==> config.mk <==
export PLATFORM = sky130hd
export DESIGN_NAME = vram_writer
export DESIGN_NICKNAME = d
export VERILOG_FILES = /design/src/rtl/vram_writer.sv
export SDC_FILE = /design/constraint.sdc
export NUM_CORES = 1
export LEC_CHECK = 0
export CAP_MARGIN = 20
export CORE_MARGIN = 2
export CORE_UTILIZATION = 56
export DETAILED_ROUTE_END_ITERATION = 8
export PLACE_DENSITY_LB_ADDON = 0.3
export SETUP_SLACK_MARGIN = 0.3
export SLEW_MARGIN = 20
export SYNTH_ARGS = -nofsm -noshare
export SYNTH_HDL_FRONTEND = slang
export SYNTH_SLANG_ARGS = --single-unit
==> constraint.sdc <==
create_clock -name clk -period 4.8 [get_ports clk]
set_clock_uncertainty 0.15 [all_clocks]
set_input_delay 0.96 -clock clk [delete_from_list [all_inputs] [get_ports clk]]
set_output_delay 0.96 -clock clk [all_outputs]
set_load 0.02 [all_outputs]
==> src/rtl/vram_writer.sv <==
// vram_writer -- write-side engine for the XERA4 video RAM.
//
// Accepts plot / ink-write / clear-screen commands from the CPU side over a
// valid/ready handshake and drives the write/read port of the dual-port
// video RAM. The video chip owns the other port.
//
// Memory map (fixed geometry, 320x200x4bpp, 160 bytes per line):
//   0x0000-0x7CFF  pixels, even x in [7:4], odd x in [3:0]
//   0x7D00-0x7D1F  16 inks, two bytes each: {G,B} then {0,R}
//
// Ports:
//   clk, reset            system clock (rising edge), async active-high reset
//   cmd_valid/cmd_ready   command handshake, ready only while idle
//   cmd_op                00 plot, 01 ink write, 10 clear, 11 reserved
//   cmd_x, cmd_y          pixel coordinate (cmd_x[3:0] = ink index)
//   cmd_data              [3:0] pixel value, [11:0] RGB 4:4:4 for inks
//   done, err             one-cycle completion / rejection pulses
//   ram_add/wdata/we      RAM port, decoded from registered state only
//   ram_rdata             RAM read data, one cycle after the address
module vram_writer (
  input  logic        clk,
  input  logic        reset,
  input  logic        cmd_valid,
  output logic        cmd_ready,
  input  logic [1:0]  cmd_op,
  input  logic [8:0]  cmd_x,
  input  logic [7:0]  cmd_y,
  input  logic [11:0] cmd_data,
  output logic        done,
  output logic        err,
  output logic [14:0] ram_add,
  output logic [7:0]  ram_wdata,
  output logic        ram_we,
  input  logic [7:0]  ram_rdata
);

  typedef enum logic [2:0] {
    IDLE, P_RD, P_CAP, P_WR, I_LO, I_HI, CLR, REJ
  } state_t;

  typedef struct packed {
    logic [8:0]  x;
    logic [7:0]  y;
    logic [11:0] data;
  } cmd_t;

  localparam logic [1:0]  OP_PLOT  = 2'b00;
  localparam logic [1:0]  OP_INK   = 2'b01;
  localparam logic [1:0]  OP_CLR   = 2'b10;
  localparam logic [14:0] PIX_LAST = 15'h7CFF;
  localparam logic [14:0] INK_BASE = 15'h7D00;

  state_t      state, state_nx;
  cmd_t        cmd_r;
  logic [7:0]  rd_r;      // byte fetched for nibble read-modify-write
  logic [14:0] clr_cnt;   // clear address, stops at PIX_LAST
  logic        done_r, done_nx;
  logic        accept;
  logic        in_range;
  logic [14:0] pix_add;
  logic [14:0] ink_add;
  logic [7:0]  plot_byte;

  assign cmd_ready = (state == IDLE);
  assign accept    = cmd_valid & cmd_ready;
  assign in_range  = (cmd_x < 9'd320) && (cmd_y < 8'd200);
  assign done      = done_r;
  // REJ lasts exactly one cycle, so the state itself is the err pulse.
  assign err       = (state == REJ);

  // y*160 = y*128 + y*32, plus x/2; maximum 31999 fits in 15 bits.
  assign pix_add = {cmd_r.y, 7'b0} + {2'b0, cmd_r.y, 5'b0} + {7'b0, cmd_r.x[8:1]};
  // Ink base has five zero LSBs, so the index just ORs in.
  assign ink_add = INK_BASE | {10'b0, cmd_r.x[3:0], 1'b0};

  // Even x owns the high nibble.
  assign plot_byte = cmd_r.x[0] ? {rd_r[7:4], cmd_r.data[3:0]}
                                : {cmd_r.data[3:0], rd_r[3:0]};

  // State register
  always_ff @(posedge clk or posedge reset) begin
    if (reset) state <= IDLE;
    else       state <= state_nx;
  end

  // Next state and done strobe
  always_comb begin
    state_nx = state;
    done_nx  = 1'b0;
    unique case (state)
      IDLE: begin
        if (accept) begin
          unique case (cmd_op)
            OP_PLOT: state_nx = in_range ? P_RD : REJ;
            OP_INK:  state_nx = I_LO;
            OP_CLR:  state_nx = CLR;
            default: state_nx = REJ;
          endcase
        end
      end
      P_RD:  state_nx = P_CAP;
      P_CAP: state_nx = P_WR;
      P_WR: begin
        state_nx = IDLE;
        done_nx  = 1'b1;
      end
      I_LO:  state_nx = I_HI;
      I_HI: begin
        state_nx = IDLE;
        done_nx  = 1'b1;
      end
      CLR: begin
        if (clr_cnt == PIX_LAST) begin
          state_nx = IDLE;
          done_nx  = 1'b1;
        end
      end
      REJ:   state_nx = IDLE;
      default: state_nx = IDLE;
    endcase
  end

  // Command capture, read latch, clear counter, done register
  always_ff @(posedge clk or posedge reset) begin
    if (reset) begin
      cmd_r   <= '0;
      rd_r    <= '0;
      clr_cnt <= '0;
      done_r  <= 1'b0;
    end else begin
      done_r <= done_nx;
      if (accept) begin
        cmd_r   <= '{x: cmd_x, y: cmd_y, data: cmd_data};
        clr_cnt <= '0;
      end else if (state == CLR) begin
        // wrap to zero on the final byte so the count never enters ink space
        clr_cnt <= (clr_cnt == PIX_LAST) ? '0 : clr_cnt + 15'd1;
      end
      // RAM sampled the address at the end of P_RD; data is valid now.
      if (state == P_CAP) rd_r <= ram_rdata;
    end
  end

  // RAM port decode: depends only on registered state and captured command
  always_comb begin
    ram_add   = '0;
    ram_wdata = '0;
    ram_we    = 1'b0;
    unique case (state)
      P_RD: ram_add = pix_add;
      P_WR: begin
        ram_add   = pix_add;
        ram_wdata = plot_byte;
        ram_we    = 1'b1;
      end
      I_LO: begin
        ram_add   = ink_add;
        ram_wdata = cmd_r.data[7:0];
        ram_we    = 1'b1;
      end
      I_HI: begin
        ram_add   = ink_add | 15'd1;
        ram_wdata = {4'h0, cmd_r.data[11:8]};
        ram_we    = 1'b1;
      end
      CLR: begin
        ram_add   = clr_cnt;
        ram_wdata = {cmd_r.data[3:0], cmd_r.data[3:0]};
        ram_we    = 1'b1;
      end
      default: ;
    endcase
  end

endmodule

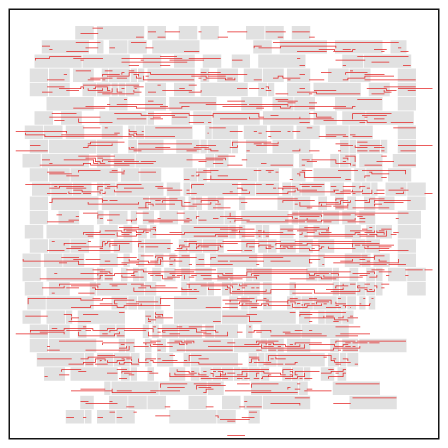
Figure 1: run 1, M1 wires.
Cells faint in the background.
main direction = horizontal
longest straight run = 28.5 um
GR Util met1: 0.3155
drt total wl: 7560 um
vias: 2862

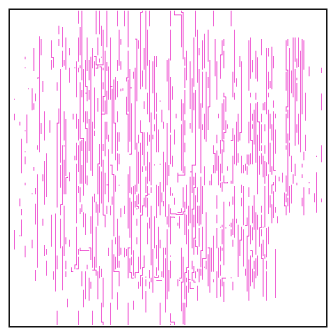
Figure 2: run 1, the metal 2 layer.
nets with wire on the layer = 398
main direction = vertical
longest straight run = 29.9 um
wire length on this layer = 3780 um
grt met2 use: 0.3870

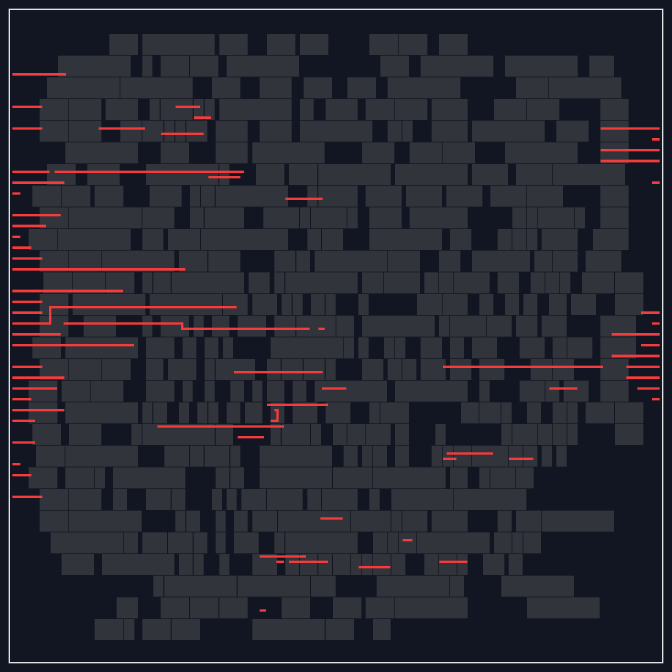
Figure 3: run 1, metal 3.
Cells faint in the background.
wire length on this layer = 392 um
share of all routed wire = 5.2%
longest straight run = 23.5 um
GR met3 Demand/Resource: 0.04725

==> GITHUB_STEP_SUMMARY, run 1 <==
### Flow metrics

| Metric | Value |
|---|---|
| Vias per cell | `between 5 and 6` |
| Residual DRC | `0` |
| HP Class | `reg -> reg` |
| Hpwl dp | `5586 um` |
| Crit-path max FO | `3` |
| Status | `complete, no violations` |
| Clk ins delay skew pair | `310 ps` |
| # IOs | `slightly below 70` |
| Chip area | `6700 um^2` |
| Ant. Diodes | `0` |
| Worst flop-to-flop path startpoint | `state[1]` |
| Core Util at FP | `0.5767` |
| Area Growth Syn to Fin | `24.88%` |
| Max cap viols | `0` |
| Startpoint Class | `register` |
| Final setup viols | `0` |
| Share of flip-flops with an asynchronous set or reset | `1.000` |
| Final hold violation count | `0` |
| Synth Flop Type | `dfrtp_1` |
| Total setup buffers inserted after CTS | `0` |
| Vias in the first global route | `2669` |
| Yosys cell count | `between 300 and 400` |
| Cells after Synth | `342` |
| Min-delay src | `clr_cnt[14]` |
| Largest net degree at the start of global routing | `57` |
| Area share, top type | `0.4128` |
| Cell area leaders | `dfrtp_1, mux2_2, ha_1, o21ai_0, nand2_1` |
| GR Overflow Total | `0` |
| Clock transition at path regs | `around 110 ps` |
| Post-CTS Resized | `1` |
| Cell Rows | `28` |
| Global-route wire length before repair | `12190 um` |
| Router iterations before antenna repair | `5` |
| Hold EP | `clr_cnt[14]` |
| Yosys cell types | `50` |
| Avg Inst Size Synth | `9.925 um^2` |
| Crit end category | `output pin` |
| Area of the core | `5886 um^2` |
| Share of layout cells above drive strength 1 | `0.1376` |
| Period utilization | `0.8903` |
| Data required, critical path | `3690 ps` |
| R2r setup slk | `roughly 2100 ps` |
| Total GRT Usage | `0.2356` |
## run 1: how the worst max path moves through the flow
| stage | start | slack (ps) | cells past startpoint | to |
|---|---|---|---|---|
| after global placement | cmd_r[12] | 710 | 8 | ram_add[14] |
| after global routing | cmd_r[12] | 350 | 8 | ram_add[11] |
| final | cmd_r[12] | 530 | 8 | ram_add[11] |
| after detailed placement | cmd_r[12] | 650 | 8 | ram_add[12] |
| after CTS | cmd_r[12] | 380 | 8 | ram_add[12] |
| after floorplan | cmd_r[12] | 1090 | 7 | ram_add[12] |
## run 1: cell families after synthesis
group / after synthesis / share of synthesized area
mux: 38 / 0.1242
fa+ha+maj: 20 / 0.07814
flops: 56 / 0.4128
xor+xnor: 8 / 0.02064
simple gates: 89 / 0.1294
compound gates: 99 / 0.1891
buf+inv: 32 / 0.04570
## run 1: worst max-delay path: stages (launching register included)
cell and delay (ps):
dfrtp_1 430, fa_1 540, ha_1 330, a211oi_1 280, o21bai_1 120, a21oi_1 190
xor2_1 90, o31ai_1 220, clkdlybuf4s50_1 650
## run 1: state kept, by name (all words and copies together) (netlist names)
signal and cells:
cmd_r 29, clr_cnt 15, rd_r 8, state 3, done 1
## run 1: area by class of cell
class | instances | area (um^2)
fill | 457 | 1647
clock inverter | 2 | 38.79
clock buffer | 6 | 82.58
sequential | 56 | 1401
multi-input combinational | 254 | 1843
timing repair buffer | 72 | 715.7
tap | 75 | 93.84
inverter | 17 | 63.81
## run 1: per-layer routing
layer / vias to the layer above / routed length [um] / share of wire / GRT usage
met4: 0 / 110 / 0.015 / 0.07167
met2: 92 / 3779 / 0.50 / 0.3870
met5: - / 0 / 0 / 0
li1: 1370 / - / - / -
met3: 10 / 391 / 0.052 / 0.04725
met1: 1390 / 3278 / 0.43 / 0.3155
## run 1: synth_stat cells, types with 3 or more instances
cell type  instances
a211oi_1           3
a21o_1             4
a21oi_1           12
a22o_1            12
a22oi_1            4
a31oi_1           14
buf_2              4
buf_6              3
clkbuf_1           4
dfrtp_1           56
ha_1              18
inv_1             17
mux2_2            33
mux2i_1            5
nand2_1           38
nand3_1            8
nor2_1            19
nor3_1             9
o21ai_0           31
xnor2_1            5
xor2_1             3
## run 1: per-stage QoR
step | setup slack, ps | hold slack [ps]
2_1_floorplan | 1087 | 273.6
3_3_place_gp | 710.1 | 288.9
3_5_place_dp | 651.6 | 297.3
4_1_cts | 377.7 | 311.7
5_1_grt | 350.2 | 321.9
6_report | 526.6 | 309.4
## run 1: cells in the final DEF, fill, tap and decap left out, types with 3 or more instances in the layout
cell type and instances:
o21ai_0 31, dfrtp_1 56, mux2_2 33, a22oi_1 4
mux2i_1 5, buf_4 4, xnor2_1 5, xor2_1 3
ha_1 18, a31oi_1 14, inv_1 16, a21oi_1 12
nand2_1 38, clkbuf_8 6, nor3_1 9, a21o_1 4
clkdlybuf4s50_1 66, nand3_1 8, a22o_1 12, nor2_1 19
--- run 2 (diff from run 1) ---
- ABC_AREA: not set -> 1
- CORE_UTILIZATION: 56 -> 57
- GPL_TIMING_DRIVEN: not set -> 0
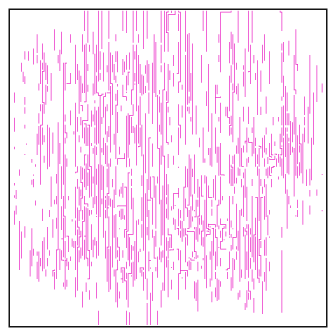
Figure 4: run 2, the metal 2 layer.
main direction = vertical
longest straight run = 35.4 um
grt met2 use: 0.4128
vias: 3332

==> run 2 against run 1 <==
Compared with the run above:
- critical path depth grew 2
- final cell count grew 24%
- global-route usage grew 1.8 points
- flip-flop count is the same
- first-iteration DRC count grew 39%
- critical path type unchanged
- largest cell class unchanged
==> GITHUB_STEP_SUMMARY, run 2 <==
### Flow metrics

| Metric | Value |
|---|---|
| OpenROAD warnings | `27` |
| Top Layout Cells | `nand2_1, clkdlybuf4s50_1, inv_1, dfrtp_1, nand3_1` |
| Hpwl dp | `6694 um (+20%)` |
| Chip area | `6914 um^2 (+3.2%)` |
| Final setup viols | `0 (unchanged)` |
| Biggest regs | `cmd_r x29, clr_cnt x15, rd_r x8` |
| Hold Buf Count CTS | `0` |
| Die width | `between 80 and 90 um` |
| Final hold violation count | `0 (unchanged)` |
| CP arrival | `2950 ps` |
| Yosys cell types | `38 (-24%)` |
| # port buffers | `68` |
| Post-synth regs | `between 50 and 60` |
| Clock Path Buffers | `2` |
| Avg Inst Size Synth | `7.989 um^2 (-20%)` |
| Area share, top type | `0.3924 (-0.02040)` |
| Post-Place Cells | `590` |
| Synth Flop Type | `dfrtp_1` |
| Most instantiated logic cell after routing | `nand2_1` |
| Share of layout cells above drive strength 1 | `0.08031 (-0.05729)` |
| Most frequent cells after synthesis | `nand2_1, inv_1, dfrtp_1` |
| Clk ins delay skew pair | `310 ps (about the same)` |
| FILL cells | `446 (-2.4%)` |
| Max cap viols | `0 (unchanged)` |
| HP Class | `reg -> reg` |
| CP max-delay cell | `clkdlybuf4s50_1` |
| Cell Rows | `28 (unchanged)` |
| Cell with the most instances after synthesis | `nand2_1` |
| Post-CTS Resized | `0 (-1)` |
| Max reg flops | `29 (unchanged)` |
| Crit end category | `output pin` |
| Cells after Synth | `447 (+31%)` |
| Area of the core | `5991 um^2 (+1.8%)` |
| Share of flip-flops with an asynchronous set or reset | `1.000 (unchanged)` |
| Router iterations before antenna repair | `5 (unchanged)` |
| Sequential element share of the synthesized area | `0.3924` |
| Data required, critical path | `3690 ps (about the same)` |
| TritonCTS clock tree | `yes` |
| Max frequency | `0.2461 GHz` |
| Ant. Diodes | `0 (unchanged)` |
| CP Class | `reg -> out` |
| Worst path most repeated cell | `nand2_1` |
| Reg with most FFs | `cmd_r` |
| Total GRT Usage | `0.2535 (+0.01787)` |
| Global-route wire length before repair | `14350 um (+18%)` |
| Slew @ Worst Pin | `687.6 ps` |
| Startpoint Class | `register` |
| Routed Antenna Nets | `0` |
| Status | `complete, no violations` |
| Post-synth EDFFs | `0` |
| Floorplan Nets | `509` |
| Yosys cell count | `447 (+31%)` |
| Min Tclk post-route | `around 4000 ps` |
| Total setup buffers inserted after CTS | `0 (unchanged)` |
| Drt total wl | `8590 um (+14%)` |
| CP Cell Sequence | `fa_1 > fa_1 > nand3_1 > nand2_1 > nand2_1 > nand2_1 > nand2_1 > nand3_1 > nand2_1 > clkdlybuf4s50_1` |
| # IOs | `69 (unchanged)` |
| Num CTS Buffers | `5` |
| Detailed Route Iter0 Violations | `roughly 250` |
| Vias per cell | `5.572 (-6.2%)` |
| Area Growth Syn to Fin | `24.77% (about the same)` |
| Crit-path max FO | `3 (unchanged)` |
| Max stage delay on crit path | `590 ps (-60 ps)` |
| Nets | `584` |
| GR Overflow Total | `0 (unchanged)` |
| Period utilization | `0.8467 (-0.04363)` |
| Slew headroom | `0.5416` |
| Vias in the first global route | `3170 (+19%)` |
| Cell area leaders | `dfrtp_1, nand2_1, ha_1, inv_1, nand3_1` |
| YS chip area | `3571 um^2` |
| Largest net degree at the start of global routing | `57 (unchanged)` |
| Residual DRC | `0 (unchanged)` |
| Core Util at FP | `0.5961 (+0.01933)` |
| Unrepaired setup endpoints after global routing | `no` |
| Clock transition at path regs | `100 ps (about the same)` |
-- run 2: netlist changes by cell type after synthesis, sizes merged, moves of 10 or more --
cell	delta
a22o	-12
nor2	+16
inv	+44
mux2	-18
a31oi	-14
nand3	+32
o211ai	+10
nand2	+80
-- run 2: final timing paths --
kind / from / endpoint / cells past startpoint / slack (ps)
worst max register to register: clr_cnt[0] / clr_cnt[1] / 10 / 2830
max in group asynchronous: reset / clr_cnt[3] / 2 / 3100
min in group asynchronous: reset / cmd_r[14] / 2 / 940
worst min-delay path: rd_r[6] / rd_r[6] / 2 / 340
worst max-delay path: cmd_r[12] / ram_add[14] / 10 / 740
worst min register to register: rd_r[6] / rd_r[6] / 2 / 340
-- run 2: final cells by class --
type	instances	area, um^2	area share
clock buffers	6	72.57	0.01629
flip-flops and latches	56	1401	0.3145
plain buffers	11	87.58	0.01966
inverters	61	231.5	0.05195
clock inverters	2	35.03	0.007863
well taps	75	93.84	0.02106
multi-input cells	319	1853	0.4159
repair buffers	68	680.7	0.1528
-- run 2: metrics by stage --
step	area (um^2)	hold WS [ps]	worst slack [ps]
6_report	4456	338.1	736.0
5_1_grt	4456	370.6	553.4
4_1_cts	4456	337.8	735.4
3_5_place_dp	4348	313.1	1089
3_3_place_gp	4345	310.8	1129
2_1_floorplan	3571	291.7	1730
-- run 2: critical path: cells and delay by family, from the launching register on --
family	cells	cell delay, ps
adder cells (fa/ha/maj)	2	1020
AND/OR/NAND/NOR	7	600
buffers and inverters	1	590
flip-flops	1	430
-- run 2: layer usage --
| metal | GRT usage | share of wire | routed length, um | up-vias |
|---|---|---|---|---|
| met5 | 0 | 0 | 0 | - |
| met4 | 0.09985 | 0.016 | 141 | 0 |
| met3 | 0.02684 | 0.049 | 417 | 16 |
| met2 | 0.4128 | 0.48 | 4143 | 126 |
| met1 | 0.3491 | 0.45 | 3888 | 1571 |
| li1 | - | - | - | 1619 |
-- run 2: cell families (layout without fill, tap and decap cells) --
group | count (synthesis) | in the layout | synth area share
XOR/XNOR | 6 | 6 | 0.01472
AND-OR/OR-AND | 74 | 74 | 0.1212
adder cells (fa/ha/maj) | 20 | 20 | 0.07428
buffers and inverters | 72 | 148 | 0.08865
multiplexers | 15 | 15 | 0.05781
flip-flops | 56 | 56 | 0.3924
AND/OR/NAND/NOR | 204 | 204 | 0.2509
